### src/rtl/lcd_driver_pkg.sv
// Shared definitions for the HD44780 character LCD driver.
// Holds the controller state encodings, LCD bus transfer phases, LCD command
// bytes, the CPU/ALU opcode encodings and the mnemonic character table.
// Optional feature macro: LCD_DRIVER_HEX_EN adds the hex nibble-to-ASCII helper.
package lcd_driver_pkg;

  typedef enum logic [2:0] {
    ST_POWERUP_WAIT,
    ST_INIT,
    ST_IDLE,
    ST_CONVERT,
    ST_WRITE,
    ST_DONE
  } state_t;

  typedef enum logic [1:0] {
    PH_SETUP,
    PH_PULSE,
    PH_HOLD,
    PH_WAIT
  } phase_t;

  localparam logic [7:0] CMD_FUNC_SET = 8'h38;  // 8-bit bus, 2 lines, 5x8 font
  localparam logic [7:0] CMD_DISP_ON  = 8'h0C;  // display on, cursor off
  localparam logic [7:0] CMD_ENTRY    = 8'h06;  // increment, no shift
  localparam logic [7:0] CMD_CLEAR    = 8'h01;
  localparam logic [7:0] CMD_LINE1    = 8'h80;
  localparam logic [7:0] CMD_LINE2    = 8'hC0;

  localparam logic [2:0] OP_LOAD = 3'b000;
  localparam logic [2:0] OP_ADD  = 3'b001;
  localparam logic [2:0] OP_ADDI = 3'b010;
  localparam logic [2:0] OP_SUB  = 3'b011;
  localparam logic [2:0] OP_SUBI = 3'b100;
  localparam logic [2:0] OP_MUL  = 3'b101;
  localparam logic [2:0] OP_CLR  = 3'b110;
  localparam logic [2:0] OP_DPL  = 3'b111;

  localparam logic [7:0] CH_SPACE = 8'h20;

  function automatic logic [31:0] mnemonic(input logic [2:0] op);
    case (op)
      OP_LOAD: return "LOAD";
      OP_ADD:  return "ADD ";
      OP_ADDI: return "ADDI";
      OP_SUB:  return "SUB ";
      OP_SUBI: return "SUBI";
      OP_MUL:  return "MUL ";
      OP_CLR:  return "CLR ";
      default: return "DPL ";
    endcase
  endfunction

  function automatic logic [7:0] mnemonic_char(input logic [2:0] op, input logic [1:0] pos);
    logic [31:0] s;
    s = mnemonic(op);
    case (pos)
      2'd0:    return s[31:24];
      2'd1:    return s[23:16];
      2'd2:    return s[15:8];
      default: return s[7:0];
    endcase
  endfunction

`ifdef LCD_DRIVER_HEX_EN
  function automatic logic [7:0] hex_char(input logic [3:0] nib);
    return (nib < 4'd10) ? {4'h3, nib} : (8'h37 + {4'h0, nib});
  endfunction
`endif

endpackage

### src/rtl/lcd_driver_bin2bcd_seq.sv
// bin2bcd_seq: sequential double-dabble converter, 16-bit binary to 5 BCD digits.
// Ports: clk, rst_n (async active-low), start (loads bin, begins conversion),
//        bin[15:0], ready (high when idle / result valid), bcd[19:0] (digit 4 in MSBs).
// One shift per cycle; ready returns high 16 cycles after start.
module bin2bcd_seq (
  input  logic        clk,
  input  logic        rst_n,
  input  logic        start,
  input  logic [15:0] bin,
  output logic        ready,
  output logic [19:0] bcd
);

  logic [15:0] shreg;
  logic [19:0] acc;
  logic [19:0] adj;
  logic [4:0]  cnt;

  always_comb begin
    adj = acc;
    for (int unsigned i = 0; i < 5; i++) begin
      if (acc[4*i +: 4] >= 4'd5) adj[4*i +: 4] = acc[4*i +: 4] + 4'd3;
    end
  end

  always_ff @(posedge clk or negedge rst_n) begin
    if (!rst_n) begin
      shreg <= '0;
      acc   <= '0;
      cnt   <= '0;
    end else if (start) begin
      shreg <= bin;
      acc   <= '0;
      cnt   <= 5'd16;
    end else if (cnt != 5'd0) begin
      acc   <= {adj[18:0], shreg[15]};
      shreg <= {shreg[14:0], 1'b0};
      cnt   <= cnt - 5'd1;
    end
  end

  assign ready = (cnt == 5'd0);
  assign bcd   = acc;

endmodule

### src/rtl/lcd_driver.sv
// lcd_driver: HD44780 16x2 LCD driver rendering "mnemonic [reg]" on line 1 and the
// signed decimal result on line 2. Owns power-up init, conversion and bus timing.
// Ports: clk, rst_n (async active-low), req/opcode/reg_addr/value (display request),
//        busy, done (one-cycle completion pulse), lcd_rs, lcd_rw (always 0),
//        lcd_en, lcd_data[7:0] (8-bit bus).
// Optional feature macro: LCD_DRIVER_HEX_EN shows "0x" + 4 hex digits on line 2 cols 0-5.
module lcd_driver
  import lcd_driver_pkg::*;
#(
  parameter int unsigned EN_CYCLES      = 12,
  parameter int unsigned WAIT_CYCLES    = 2500,
  parameter int unsigned CLEAR_CYCLES   = 100000,
  parameter int unsigned POWERUP_CYCLES = 1000000
) (
  input  logic        clk,
  input  logic        rst_n,
  input  logic        req,
  input  logic [2:0]  opcode,
  input  logic [3:0]  reg_addr,
  input  logic [15:0] value,
  output logic        busy,
  output logic        done,
  output logic        lcd_rs,
  output logic        lcd_rw,
  output logic        lcd_en,
  output logic [7:0]  lcd_data
);

  localparam int unsigned MAX_A   = (EN_CYCLES > WAIT_CYCLES) ? EN_CYCLES : WAIT_CYCLES;
  localparam int unsigned MAX_B   = (CLEAR_CYCLES > POWERUP_CYCLES) ? CLEAR_CYCLES : POWERUP_CYCLES;
  localparam int unsigned MAX_CNT = (MAX_A > MAX_B) ? MAX_A : MAX_B;
  localparam int unsigned CNT_W   = $clog2(MAX_CNT + 1);

  state_t             state, state_d;
  phase_t             phase, phase_d;
  logic [CNT_W-1:0]   cnt, cnt_d, wait_lim;
  logic [5:0]         idx, idx_d;
  logic               accept, last_xfer, xfer;
  logic [2:0]         op_q;
  logic [3:0]         reg_q;
  logic [15:0]        val_q, mag;
  logic               bcd_ready;
  logic [19:0]        bcd;
  logic [5:0]         pos;
  logic [3:0]         col;
  logic [7:0]         cur_byte;
  logic               cur_rs;

  assign mag = value[15] ? (~value + 16'd1) : value;

  bin2bcd_seq u_bcd (
    .clk   (clk),
    .rst_n (rst_n),
    .start (accept),
    .bin   (mag),
    .ready (bcd_ready),
    .bcd   (bcd)
  );

  always_ff @(posedge clk or negedge rst_n) begin
    if (!rst_n) begin
      state <= ST_POWERUP_WAIT;
      phase <= PH_SETUP;
      cnt   <= '0;
      idx   <= '0;
      op_q  <= '0;
      reg_q <= '0;
      val_q <= '0;
    end else begin
      state <= state_d;
      phase <= phase_d;
      cnt   <= cnt_d;
      idx   <= idx_d;
      if (accept) begin
        op_q  <= opcode;
        reg_q <= reg_addr;
        val_q <= value;
      end
    end
  end

  // INIT and WRITE share one transfer engine; idx selects the byte, and the
  // last transfer of each sequence decides the exit state.
  always_comb begin
    state_d   = state;
    phase_d   = phase;
    cnt_d     = cnt;
    idx_d     = idx;
    accept    = 1'b0;
    last_xfer = (state == ST_INIT) ? (idx == 6'd3) : (idx == 6'd33);
    wait_lim  = (state == ST_INIT && idx == 6'd3) ? CNT_W'(CLEAR_CYCLES) : CNT_W'(WAIT_CYCLES);
    case (state)
      ST_POWERUP_WAIT: begin
        if (cnt == CNT_W'(POWERUP_CYCLES - 1)) begin
          state_d = ST_INIT;
          phase_d = PH_SETUP;
          cnt_d   = '0;
          idx_d   = '0;
        end else begin
          cnt_d = cnt + 1'b1;
        end
      end
      ST_INIT, ST_WRITE: begin
        case (phase)
          PH_SETUP: begin
            phase_d = PH_PULSE;
            cnt_d   = '0;
          end
          PH_PULSE: begin
            if (cnt == CNT_W'(EN_CYCLES - 1)) begin
              phase_d = PH_HOLD;
              cnt_d   = '0;
            end else begin
              cnt_d = cnt + 1'b1;
            end
          end
          PH_HOLD: begin
            phase_d = PH_WAIT;
            cnt_d   = '0;
          end
          default: begin
            if (cnt == wait_lim - 1'b1) begin
              cnt_d   = '0;
              phase_d = PH_SETUP;
              if (last_xfer) begin
                idx_d   = '0;
                state_d = (state == ST_INIT) ? ST_IDLE : ST_DONE;
              end else begin
                idx_d = idx + 6'd1;
              end
            end else begin
              cnt_d = cnt + 1'b1;
            end
          end
        endcase
      end
      ST_IDLE: begin
        if (req) begin
          accept  = 1'b1;
          state_d = ST_CONVERT;
        end
      end
      ST_CONVERT: begin
        if (bcd_ready) begin
          state_d = ST_WRITE;
          phase_d = PH_SETUP;
          cnt_d   = '0;
          idx_d   = '0;
        end
      end
      ST_DONE: state_d = ST_IDLE;
      default: state_d = ST_POWERUP_WAIT;
    endcase
  end

  // Byte selection: idx 0 = line-1 address, 1..16 line 1, 17 = line-2 address, 18..33 line 2.
  always_comb begin
    cur_byte = '0;
    cur_rs   = 1'b0;
    pos      = (idx >= 6'd18) ? (idx - 6'd18) : (idx - 6'd1);
    col      = pos[3:0];
    if (state == ST_INIT) begin
      case (idx[1:0])
        2'd0:    cur_byte = CMD_FUNC_SET;
        2'd1:    cur_byte = CMD_DISP_ON;
        2'd2:    cur_byte = CMD_ENTRY;
        default: cur_byte = CMD_CLEAR;
      endcase
    end else if (idx == 6'd0) begin
      cur_byte = CMD_LINE1;
    end else if (idx == 6'd17) begin
      cur_byte = CMD_LINE2;
    end else if (idx <= 6'd16) begin
      cur_rs = 1'b1;
      case (col)
        4'd0, 4'd1, 4'd2, 4'd3: cur_byte = mnemonic_char(op_q, col[1:0]);
        4'd6:    cur_byte = "[";
        4'd7:    cur_byte = {7'h18, reg_q[3]};
        4'd8:    cur_byte = {7'h18, reg_q[2]};
        4'd9:    cur_byte = {7'h18, reg_q[1]};
        4'd10:   cur_byte = {7'h18, reg_q[0]};
        4'd11:   cur_byte = "]";
        default: cur_byte = CH_SPACE;
      endcase
    end else begin
      cur_rs = 1'b1;
      case (col)
`ifdef LCD_DRIVER_HEX_EN
        4'd0:    cur_byte = "0";
        4'd1:    cur_byte = "x";
        4'd2:    cur_byte = hex_char(val_q[15:12]);
        4'd3:    cur_byte = hex_char(val_q[11:8]);
        4'd4:    cur_byte = hex_char(val_q[7:4]);
        4'd5:    cur_byte = hex_char(val_q[3:0]);
`endif
        4'd10:   cur_byte = val_q[15] ? "-" : "+";
        4'd11:   cur_byte = {4'h3, bcd[19:16]};
        4'd12:   cur_byte = {4'h3, bcd[15:12]};
        4'd13:   cur_byte = {4'h3, bcd[11:8]};
        4'd14:   cur_byte = {4'h3, bcd[7:4]};
        4'd15:   cur_byte = {4'h3, bcd[3:0]};
        default: cur_byte = CH_SPACE;
      endcase
    end
  end

  assign xfer     = (state == ST_INIT) || (state == ST_WRITE);
  assign lcd_en   = xfer && (phase == PH_PULSE);
  assign lcd_rs   = xfer && cur_rs;
  assign lcd_data = xfer ? cur_byte : 8'h00;
  assign lcd_rw   = 1'b0;
  assign busy     = (state != ST_IDLE);
  assign done     = (state == ST_DONE);

endmodule

### config.mk
export PLATFORM = sky130hd
export DESIGN_NAME = lcd_driver
export DESIGN_NICKNAME = d
export VERILOG_FILES = /design/src/rtl/lcd_driver_pkg.sv /design/src/rtl/lcd_driver_bin2bcd_seq.sv /design/src/rtl/lcd_driver.sv
export SDC_FILE = /design/constraint.sdc
export NUM_CORES = 1
export LEC_CHECK = 0
export ABC_AREA = 1
export ABC_CLOCK_PERIOD_IN_PS = 3300
export CORE_MARGIN = 1.5
export CORE_UTILIZATION = 35
export DETAILED_ROUTE_END_ITERATION = 10
export PLACE_DENSITY = 0.6
export SLEW_MARGIN = 30
export SYNTH_ARGS = -nofsm -noshare
export SYNTH_HDL_FRONTEND = slang
export SYNTH_HIERARCHICAL = 1
export SYNTH_SLANG_ARGS = --single-unit
### constraint.sdc
create_clock -name clk -period 3.3 [get_ports clk]
set_input_delay 0.66 -clock clk [delete_from_list [all_inputs] [get_ports clk]]
set_output_delay 0.66 -clock clk [all_outputs]
set_load 0.05 [all_outputs]
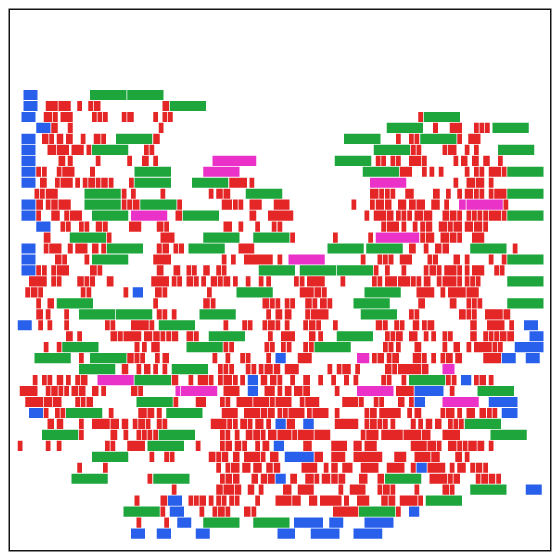
**Above:** run 1 (placed cells, one colour a class).
| colour | class | cells |
|---|---|---|
| green | flip-flops | 80 |
| red | all other logic | 776 |
| blue | other buffers and delay cells | 51 |
| magenta | clock drivers and dummy loads | 15 |

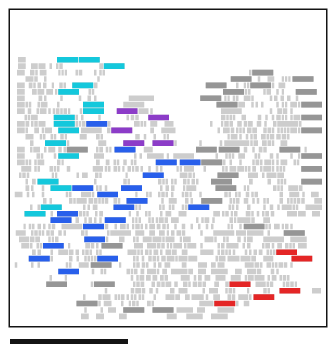
**Above:** run 1 (where the registers sit).
Scale bar: 50 um. Other sequential cells in the stronger grey, the rest of the logic in the fainter grey.
| colour | signal | sequential cells |
|---|---|---|
| red | idx | 6 |
| purple | u_bcd/cnt | 5 |
| blue | u_bcd/bcd | 20 |
| cyan | u_bcd/shreg | 16 |
sequential group power: 1690 uW
register area: 0.002002 mm2
Final Util: 43.02%
sequential cell area share: 27.86%

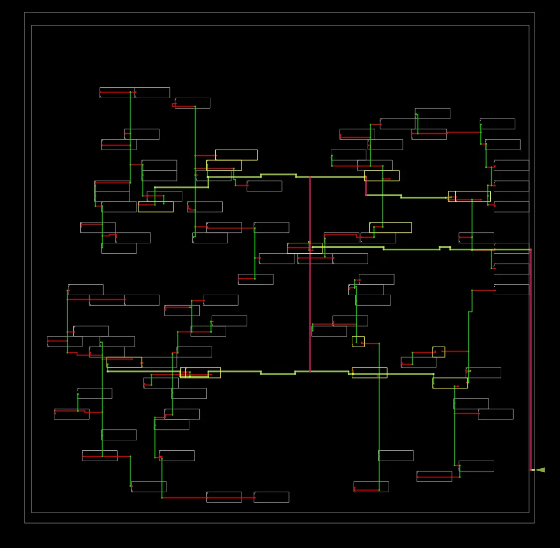
**Above:** run 1 (clock nets).
clock buffers: 10
final sequential cell count: 80
clk sinks: 80
Layout Skew: 0.005003 ns

==> run 1: stage by stage <==
stage / area [um2] / instances / TNS (ns) / hold slack [ns]
after floorplan: 6005 / 874 / 0 / 0.3644
after global placement: 6620 / 1118 / 0 / 0.4608
after global routing: 7184 / 1142 / -0.7585 / 0.4284
after detailed placement: 6624 / 1118 / 0 / 0.4601
after CTS: 6963 / 1134 / -0.02533 / 0.3920
final: 7184 / 1142 / -0.03364 / 0.3494
==> run 1: how the worst max path moves through the flow <==
stage	depth (start not counted)	endpoint	start	slack, ns
2_1_floorplan	13	lcd_data[5]	idx[0]$_DFFE_PN0P_	0.02
3_3_place_gp	15	lcd_data[3]	idx[0]$_DFFE_PN0P_	0.30
3_5_place_dp	15	lcd_data[3]	idx[0]$_DFFE_PN0P_	0.25
4_1_cts	14	lcd_data[3]	idx[1]$_DFFE_PN0P_	-0.03
5_1_grt	15	lcd_data[3]	idx[2]$_DFFE_PN0P_	-0.15
6_report	15	lcd_data[1]	idx[1]$_DFFE_PN0P_	-0.02
==> run 1: layer usage <==
metal  share of wire [%]  vias up  GRT usage, %
li1                    -     2880             -
met5                   0        -             0
met4                 1.3        0         4.710
met3                 4.6       17         3.930
met1                  50     2497         22.68
met2                  44      139         25.40
==> run 1: cell type report <==
| cell class | count | share of cell area [%] |
|---|---|---|
| Sequential cell | 80 | 27.86 |
| Timing Repair Buffer | 51 | 7.872 |
| Clock buffer | 10 | 3.187 |
| Inverter | 125 | 6.635 |
| Tap cell | 220 | 3.831 |
| Multi-Input combinational cell | 651 | 49.46 |
| Clock inverter | 5 | 1.149 |
==> run 1: registers in the layout, indices dropped and copies added (netlist names) <==
name,cells
val_q,1
idx,6
cnt,20
state,3
u_bcd/bcd,20
u_bcd/shreg,16
u_bcd/cnt,5
phase,2
reg_q,4
op_q,3
==> impl_metrics.toml, run 1 <==
# synthesis and place-and-route metrics
[clock_network]
cts_htree_levels = 3
cts.clk_slew.worst_paths_ns = 0.06
clockRootBuffer = "clkbuf_16"
cts_resized = 8
max-clock-path-buffers = 2
cts_made_buffers = 9
hold_buffers = 0
cts_tree = "done"
insertion_delay_ns = 0.35
post_cts_buffers = 1

[timing]
period_needed_ns = 3.319
rsz0062_at_grt = "yes"
max_freq_ghz = 0.3013
final_max_slew_viol_count = 0
tightest_slew_ns = 0.7560
setup_viol = 2
hold_violations = 0
max_slew_margin_pct = 49.60
finalCritPeriodShare_pct = 100.6
setup_slack_ns = -0.01885

[place]
post-place-ws_ns = 0.2546
globalplace.congestion = 0.9215
dp_hpwl_mm = 10.34
port_buffers = 37

[pwr]
combPwrFrac_pct = 54.5
switching_share_pct = 47.87
ir_worst_vdd_uv = 408.8
finalPower_uw = 6040
pg_clk_uw = 1060
intPower_uw = 3149
clkPwrFrac_pct = 17.6
p_leak_uw = 0.003557
power_leader = "combinational logic"
p_comb_uw = 3290
p_switching_uw = 2891
seqPwrFrac_pct = 27.9
p_per_area_mw_per_mm2 = 840.7

[worst_setup_path]
timing.rr.start = "u_bcd/cnt[1]$_DFFE_PN0P_"
arrival_ns = 2.66
path_class = "flop to output port"
r2r_setup_slack_ns = 0.76
slowest_delay_ns = 0.38
path_delay_family = "simple AND/OR/NAND/NOR gates"
cp_slowest_cell = "dfrtp_1"
worstSetupStartpointType = "flop"
worst-path-max-fanout = 7
critPathBufInv = 3
cp_cell_sequence = "buf_4 -> ha_2 -> nand3_4 -> nand2_8 -> o21ai_4 -> nand2_4 -> nor2_4 -> buf_4 -> nand2_1 -> nand2_1 -> nor2_1 -> nand3_1 -> nand3_2 -> nand2_2 -> buf_12"
r2r_end = "cnt[17]$_DFFE_PN0P_"
critPathRequiredTime_ns = 2.64
worstSetupEndpointType = "output port"
r2r_cells = 15

[run]
cap_violations = 0
warning_count = 43

[routing]
via_count = 5533
routed_wl_mm = 14.29
routed_via_density = 4.845
drc = 0
routedWlPerCell_um = 12.52
drtIter0Drc = 325
drt-pass1-iter-count = 4
ant_nets = 0

[global_routing]
grt_pass1_wl_mm = 24.04
grtUsageTotal_pct = 16.38
first_global_vias = 5055
grt_start_max_net_pins = 81
overflow = 0
antenna_found_initial = 0

[synth]
synthCells = 874
xor_area_share_pct = 4.376
floorplan.nets = 926
synthArstFlopShare_pct = 100.0
edf_count = 0
synthTopLogicFamily = "simple AND/OR/NAND/NOR gates"
synth.area.top_cells = "dfrtp_1, nand2_1, nand3_1"
synth.avg_cell_area_um2 = 6.870
post_synth_ao_oa_area_fraction_pct = 7.897
top_cells_by_count = "nand2_1, inv_1, nand3_1"
synth_flop_count = 80
ys_seq_share_pct = 33.34
ys_cells = 874
ys_sh_mux_pct = 0
fa_ha_area_share_pct = 5.418
synth_top_area_share_pct = 33.34
yosysMostFrequentCell = "nand2_1"
yosysUniqueCellTypes = 44
flop_cell = "dfrtp_1"
synth-simple-area-share_pct = 38.76
ys_chip_area_mm2 = 0.006005
ys.warnings.count = 6
netlist_area_mm2 = 0.006005
yosysTopAreaCell = "dfrtp_1"

[cells_and_area]
fin_nets = 970
lay_top_count = "nand2_1"
syn_to_final_growth_pct = 19.65
combGateArea_mm2 = 0.003553
mostFrequentLayoutCells = "nand2_1, inv_1, nand3_1"
insertedDiodeCount = 0
fillers = 1767
drive_above_1_share_pct = 12.26

[floorplanning]
die_h_um = 134.0
core_region_area_mm2 = 0.01670
rows = 47
initCoreUtil_pct = 35.95
dieArea_mm2 = 0.01795
num_io_pins = 39
die_x_um = 134.0

[status]
violations = "setup timing"
status = "complete, but fails checks"

[hold_path]
hold_path.class = "input pin to asynchronous set/reset pin"
**Run 1: sizing map**

Scale bar: 50 um.
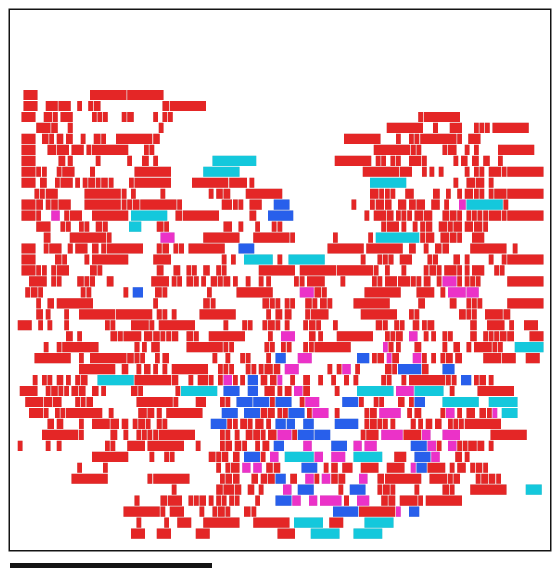

==> run 2: changes to the inputs <==
--- a/config.mk
+++ b/config.mk
@@ -11,6 +11,7 @@
 export CORE_UTILIZATION = 35
 export DETAILED_ROUTE_END_ITERATION = 10
 export PLACE_DENSITY = 0.6
+export SETUP_SLACK_MARGIN = 0.4
 export SLEW_MARGIN = 30
 export SYNTH_ARGS = -nofsm -noshare
 export SYNTH_HDL_FRONTEND = slang
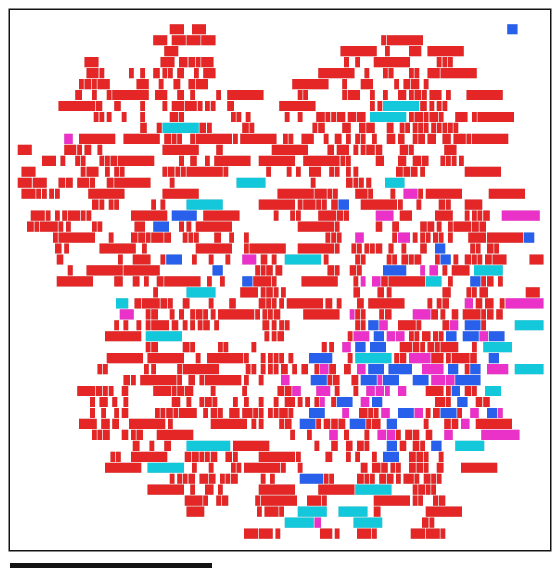
**Above:** run 2 (sizing map).
Scale bar: 50 um.
| colour | size | cells | share |
|---|---|---|---|
| cyan | drive 6 and up | 25 | 2.7% |
| blue | drive 3 to 4 | 46 | 4.9% |
| magenta | drive 2 | 52 | 5.6% |
| red | drive 1 or less | 807 | 87% |

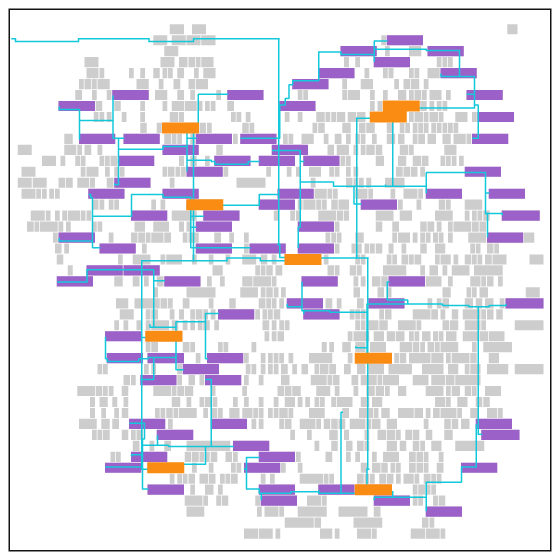
**Above:** run 2 (clock network drawn from the DEF).
[orange] cells driving clock nets | count: 9
[cyan] clock wires | length: 1340 um
[purple] flip-flops | count: 80
flops lie: spread over the die
clock network power: 1020 uW
clock share of power: 17.0%
clock latency on the worst-skew pair: 0.35 ns
Layout Skew: 0.005668 ns

==> run 2 against run 1 <==
  * The flow now finishes without violations
  * Via count is 1.8% higher
  * Clock skew is 0.00067 ns higher
  * Critical path depth is 1 higher
  * Synthesized area stayed put
  * Routed wire length is 4.8% higher
  * Non-clock buffer count is 8 higher
  * Count of clock-buffer cells in the layout is 2 higher
  * Maximum frequency is 1.4% higher
  * Synthesized cell count stayed put
  * Global-route usage is 1.0 points higher
  * Worst setup slack better by 0.047 ns
  * Sequential cell count stayed put
  * Critical endpoint is now lcd_data[0]
  * Largest power group unchanged
==> impl_metrics.toml, run 2 <==
# synthesis and place-and-route metrics
[status]
status = "complete, no violations"

[clock_network]
cts.clk_slew.worst_paths_ns = 0.06
cts_htree_levels = 3
clock_sinks = 80
max-clock-path-buffers = 2
cts_made_buffers = 9
hold_buffers = 0
clockRootBuffer = "clkbuf_16"
cts_tree = "done"

[worst_setup_path]
crit_end = "lcd_data[0]"
arrival_ns = 2.61
r2r_end = "cnt[14]$_DFFE_PN0P_"
worst-path-max-fanout = 7
r2r_cells = 12
r2r_setup_slack_ns = 0.67
worstSetupEndpointType = "output port"
worstSetupStartpointType = "flop"
cp-startpoint = "idx[2]$_DFFE_PN0P_"
timing.rr.start = "idx[1]$_DFFE_PN0P_"
path_class = "flop to output port"

[place]
port_buffers = 37
dp_hpwl_mm = 10.85
globalplace.congestion = 0.9356
dp_cells = 1122
place_area_mm2 = 0.006695

[synth]
edf_count = 0
yosysUniqueCellTypes = 44
ys_cells = 874
synthArstFlopShare_pct = 100.0
ys_seq_share_pct = 33.34
floorplan.nets = 926
synth.area.top_cells = "dfrtp_1, nand2_1, nand3_1"
synthCells = 874
synth.avg_cell_area_um2 = 6.870
netlist_area_mm2 = 0.006005
yosysMostFrequentCell = "nand2_1"
synth_flop_count = 80
yosysTopAreaCell = "dfrtp_1"
top_cells_by_count = "nand2_1, inv_1, nand3_1"

[cells_and_area]
fin_cells = 1150
utilization_pct = 43.15
final_area_mm2 = 0.007206
drive_above_1_share_pct = 13.23
lay_top_count = "nand2_1"
mostFrequentLayoutCells = "nand2_1, inv_1, nand3_1"
syn_to_final_growth_pct = 20.00
fin_nets = 978
insertedDiodeCount = 0

[global_routing]
use_met2_pct = 27.41
grt.busiest_layer = "met2"
first_global_vias = 5267
grtUsageTotal_pct = 17.41
overflow = 0
grt_start_max_net_pins = 51

[pwr]
ir_worst_vdd_uv = 353.0
p_per_area_mw_per_mm2 = 832.6
p_leak_uw = 0.003560

[timing]
max_freq_ghz = 0.3057
tightest_slew_ns = 0.7953
final_max_slew_viol_count = 0
hold_violations = 0
setup_viol = 0
whs_ns = 0.3551
period_needed_ns = 3.271
rsz0062_at_grt = "yes"

[routing]
ant_nets = 0
drt-pass1-iter-count = 5
drc = 0
routedWlPerCell_um = 13.02
routed-wl-met2_mm = 6.803
dr_wl_met3_um = 413
route.layer.met1.wl_mm = 7.441
routed_via_density = 4.900
routed_wl_mm = 14.98
highest_layer = "met4"
drtIter0Drc = 420

[run]
cap_violations = 0
warning_count = 44

[floorplanning]
initCoreUtil_pct = 35.95
rows = 47
die_x_um = 134.0
dieArea_mm2 = 0.01795
core_region_area_mm2 = 0.01670

[hold_path]
hold_path.class = "input pin to asynchronous set/reset pin"
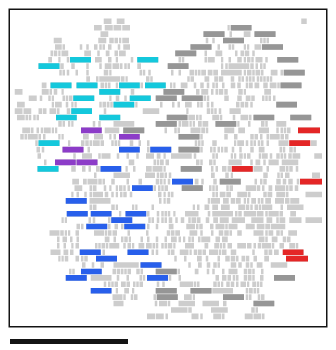
**Above:** run 2 (where the registers sit).
Scale bar: 50 um. Other sequential cells in the stronger grey, the rest of the logic in the fainter grey.
| colour | signal | sequential cells |
|---|---|---|
| red | idx | 6 |
| cyan | u_bcd/shreg | 16 |
| blue | u_bcd/bcd | 20 |
| purple | u_bcd/cnt | 5 |

run 2: cell type report:
| cell class | count | area [um2] |
|---|---|---|
| multi-input cells | 651 | 3532 |
| flip-flops and latches | 80 | 2006 |
| well taps | 220 | 275.3 |
| clock buffers | 12 | 246.5 |
| inverters | 125 | 476.7 |
| clock inverters | 3 | 42.54 |
| repair buffers | 59 | 626.9 |
| fillers | 1776 | 9495 |
run 2: power by group:
| part | total, uW | internal (uW) | switching [uW] |
|---|---|---|---|
| Combinational | 3290 | 1160 | 2130 |
| Sequential | 1680 | 1330 | 351 |
| Clock | 1020 | 602 | 418 |
| Total | 6000 | 3100 | 2900 |
run 2: critical path: stages, from the launching register on:
cell     delay [ns]
dfrtp_1        0.40
buf_6          0.13
nor2_4         0.14
buf_12         0.12
nand3_4        0.13
nand2_8        0.13
nand2_1        0.07
nand2_2        0.11
nand2_2        0.12
nor2_1         0.23
nand2_1        0.09
nand2_1        0.07
nor2_1         0.04
nand3_1        0.05
nand3_1        0.13
nand2_2        0.13
buf_12         0.14
run 2: what timing repair did:
item	CTS	global route
gates resized	27	17
buffers inserted	10	3
pin swaps	11	8
endpoints found under the setup margin	9	9
run 2: cells by family after synthesis:
family,after synthesis,synth area share [%]
buffers and inverters,143,10.15
AND-OR/OR-AND,85,7.898
other,1,0.06245
XOR/XNOR,30,4.376
flip-flops,80,33.34
AND/OR/NAND/NOR,509,38.76
adder cells (fa/ha/maj),26,5.418
run 2: metrics by stage:
| stage | total power, uW | TNS [ns] | setup slack, ns |
|---|---|---|---|
| after floorplan | 4025 | 0 | 0.2494 |
| after global routing | 6538 | -0.4777 | -0.1202 |
| after CTS | 5950 | 0 | 0.07842 |
| final | 5999 | 0 | 0.02851 |
| after detailed placement | 4786 | 0 | 0.3016 |
| after global placement | 4760 | 0 | 0.3167 |
**Run 2: clock nets**

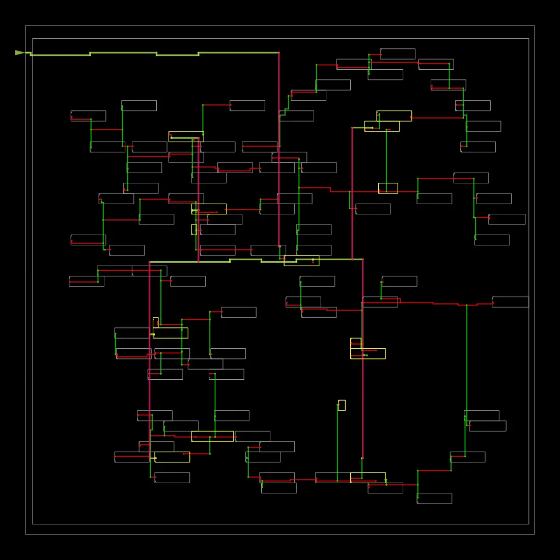

==> run 3: changes to the inputs <==
--- a/config.mk
+++ b/config.mk
@@ -10,7 +10,7 @@
 export CORE_MARGIN = 1.5
 export CORE_UTILIZATION = 35
 export DETAILED_ROUTE_END_ITERATION = 10
-export PLACE_DENSITY = 0.6
+export PLACE_DENSITY_LB_ADDON = 0.1
 export SETUP_SLACK_MARGIN = 0.4
 export SLEW_MARGIN = 30
 export SYNTH_ARGS = -nofsm -noshare
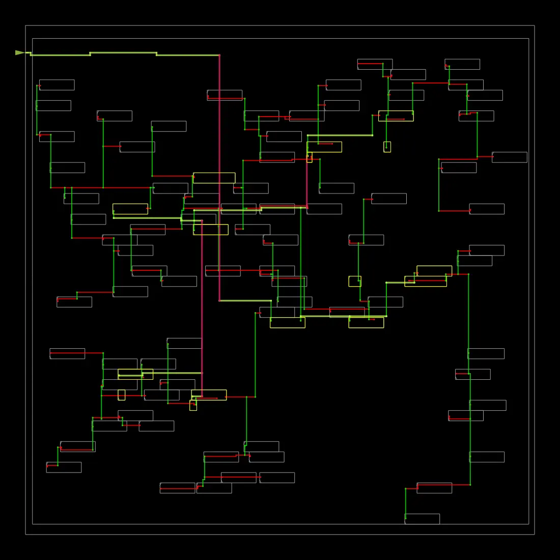
**Above:** run 3 (clock nets).
clock network power: 1080 uW
Layout Skew: 0.01084 ns
TritonCTS buffer count: 9

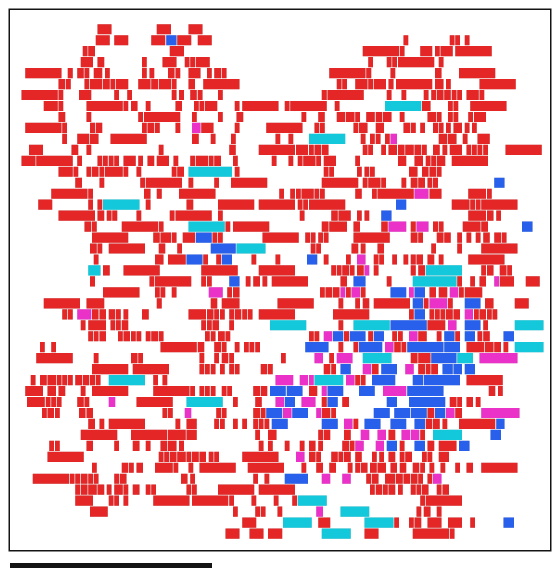
**Above:** run 3 (sizing map).
Scale bar: 50 um.
| colour | size | cells | share | most used |
|---|---|---|---|---|
| magenta | drive 2 | 51 | 5.4% | nand2_2 |
| red | drive 1 or less | 799 | 85% | nand2_1 |
| blue | drive 3 to 4 | 65 | 6.9% | buf_4 |
| cyan | drive 6 and up | 24 | 2.6% | clkbuf_16 |
setup ws final: 0.1257 ns
post-route design area: 0.007376 mm2
bufs w/o clock: 67
synth-to-layout area growth: 22.84%

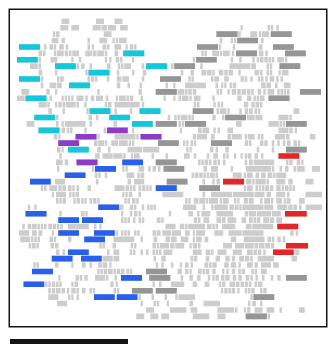
**Above:** run 3 (where the registers sit).
Scale bar: 50 um. Other sequential cells in the stronger grey, the rest of the logic in the fainter grey.
| colour | signal | sequential cells |
|---|---|---|
| blue | u_bcd/bcd | 20 |
| purple | u_bcd/cnt | 5 |
| cyan | u_bcd/shreg | 16 |
| red | idx | 6 |
not coloured: 33
sequential group power: 1680 uW
register area: 0.002004 mm2
Final Util: 44.16%
sequential cell area share: 27.18%

==> run 3 against run 2 <==
  * Sequential cell count stayed put
  * Synthesized cell count stayed put
  * Sequential power hardly changed
  * Largest power group unchanged
==> impl_metrics.toml, run 3 <==
# synthesis and place-and-route metrics
[synth]
synth_flop_count = 80
ys_chip_area_mm2 = 0.006005
flop_cell = "dfrtp_1"
netlist_area_mm2 = 0.006005
ys_sh_mux_pct = 0
synth.avg_cell_area_um2 = 6.870
edf_count = 0
yosysMostFrequentCell = "nand2_1"
yosysUniqueCellTypes = 44
synthArstFlopShare_pct = 100.0
ys_seq_share_pct = 33.34
synthCells = 874
ys.warnings.count = 6
synth-simple-area-share_pct = 38.76
top_cells_by_count = "nand2_1, inv_1, nand3_1"
yosysTopAreaCell = "dfrtp_1"
synth_top_area_share_pct = 33.34
floorplan.nets = 926
xor_area_share_pct = 4.376
post_synth_ao_oa_area_fraction_pct = 7.897
synthTopLogicFamily = "simple AND/OR/NAND/NOR gates"
fa_ha_area_share_pct = 5.418
synth.area.top_cells = "dfrtp_1, nand2_1, nand3_1"
ys_cells = 874

[cells_and_area]
drive_above_1_share_pct = 14.91
mostFrequentLayoutCells = "nand2_1, inv_1, nand3_1"
lay_top_count = "nand2_1"
fin_cells = 1159
fin_nets = 986
insertedDiodeCount = 0

[place]
port_buffers = 37
post-place-ws_ns = 0.2915
globalplace.congestion = 0.8965
dp_cells = 1125
dp_hpwl_mm = 11.09
place_area_mm2 = 0.006705

[routing]
drt-pass1-iter-count = 5
routed_via_density = 4.850
ant_nets = 0
drtIter0Drc = 370
via_count = 5621
drc = 0
routed_wl_mm = 15.42
routedWlPerCell_um = 13.31

[pwr]
finalPower_uw = 6248
p_per_area_mw_per_mm2 = 847.0
ir_worst_vdd_uv = 320.4
p_leak_uw = 0.003619

[worst_setup_path]
slowest_delay_ns = 0.42
path_class = "flop to output port"
cp_cell_sequence = "buf_6 -> ha_4 -> nand3_4 -> nand2_8 -> nand2_4 -> o21ai_4 -> buf_12 -> nand2_4 -> nor2_4 -> a22oi_1 -> nand3_1 -> nand3_1 -> nand2_2 -> buf_12"
worstSetupEndpointType = "output port"
timing.rr.start = "u_bcd/cnt[1]$_DFFE_PN0P_"
worstSetupStartpointType = "flop"
cp_slowest_cell = "dfrtp_1"
arrival_ns = 2.51
r2r_end = "cnt[16]$_DFFE_PN0P_"
critPathRequiredTime_ns = 2.64
r2r_setup_slack_ns = 0.77
worst-path-max-fanout = 7
crit_end = "lcd_data[1]"
cp-startpoint = "idx[1]$_DFFE_PN0P_"
r2r_cells = 15

[global_routing]
grtUsageTotal_pct = 18.26
first_global_vias = 5405
grt_pass1_wl_mm = 26.44
antenna_found_initial = 0
overflow = 0
grt_start_max_net_pins = 53

[timing]
fin_setup_tns_ns = 0
rsz0062_at_grt = "yes"
final_max_slew_viol_count = 0
hold_violations = 0
finalCritPeriodShare_pct = 96.19
tightest_slew_ns = 0.7261
max_freq_ghz = 0.3150
period_needed_ns = 3.174
max_slew_margin_pct = 51.60
setup_viol = 0
whs_ns = 0.3603

[floorplanning]
die_h_um = 134.0
core_region_area_mm2 = 0.01670
rows = 47
dieArea_mm2 = 0.01795
initCoreUtil_pct = 35.95
die_x_um = 134.0
num_io_pins = 39

[clock_network]
cts_tree = "done"
cts_htree_levels = 3
cts.clk_slew.worst_paths_ns = 0.06
hold_buffers = 0
clock_sinks = 80
max-clock-path-buffers = 2
insertion_delay_ns = 0.35
clockRootBuffer = "clkbuf_16"

[status]
status = "complete, no violations"

[hold_path]
hold_path.class = "input pin to asynchronous set/reset pin"

[run]
cap_violations = 0
warning_count = 44
## run 3: cell counts after synthesis
No cell type changed its count.
## run 3: where the power goes
group | internal [uW] | switching, uW | total (uW) | leakage, uW
logic | 1270 | 2210 | 3480 | 0.00244
registers | 1330 | 347 | 1680 | 0.00103
clock network | 661 | 424 | 1080 | 0.000156
## run 3: metal layers
layer | routed length [um] | share of wire, % | track usage, % | vias up
met4 | 162 | 1.1 | 5.133 | 0
met1 | 7629 | 49 | 24.93 | 2575
li1 | - | - | - | 2914
met3 | 644 | 4.2 | 3.855 | 15
met5 | 0 | 0 | 0 | -
met2 | 6985 | 45 | 29.21 | 117
## run 3: worst min path at each step
stage | end | slack, ns | depth (start not counted)
after global placement | u_bcd/shreg[3]$_DFFE_PN0P_ | 0.46 | 2
after floorplan | cnt[0]$_DFFE_PN0P_ | 0.36 | 0
final | op_q[0]$_DFFE_PN0P_ | 0.36 | 1
after global routing | op_q[0]$_DFFE_PN0P_ | 0.42 | 1
after CTS | op_q[0]$_DFFE_PN0P_ | 0.38 | 1
after detailed placement | u_bcd/shreg[1]$_DFFE_PN0P_ | 0.47 | 2
## run 3: final cells by class
type / instances / area [um2]
multi-input combinational: 651 / 3633
timing repair buffer: 67 / 670.6
inverter: 125 / 479.2
fill: 1761 / 9325
clock inverter: 6 / 83.83
tap: 220 / 275.3
sequential: 80 / 2004
clock buffer: 10 / 229.0
## run 3: worst max-delay path, delay by kind of cell, from the launching register on
kind	cells	cell delay, ns
buffers and inverters	3	0.44
AOI/OAI and AO/OA	2	0.33
DFF	1	0.42
adders and majority gates	1	0.16
and+or+nand+nor	8	0.81
## run 3: repair_timing
| action | CTS | global route |
|---|---|---|
| pin swaps | 16 | 18 |
| setup buffers | 10 | 8 |
| gates resized | 32 | 25 |
| setup endpoints to repair | 9 | 8 |
Power and IR drop assume default switching activity.
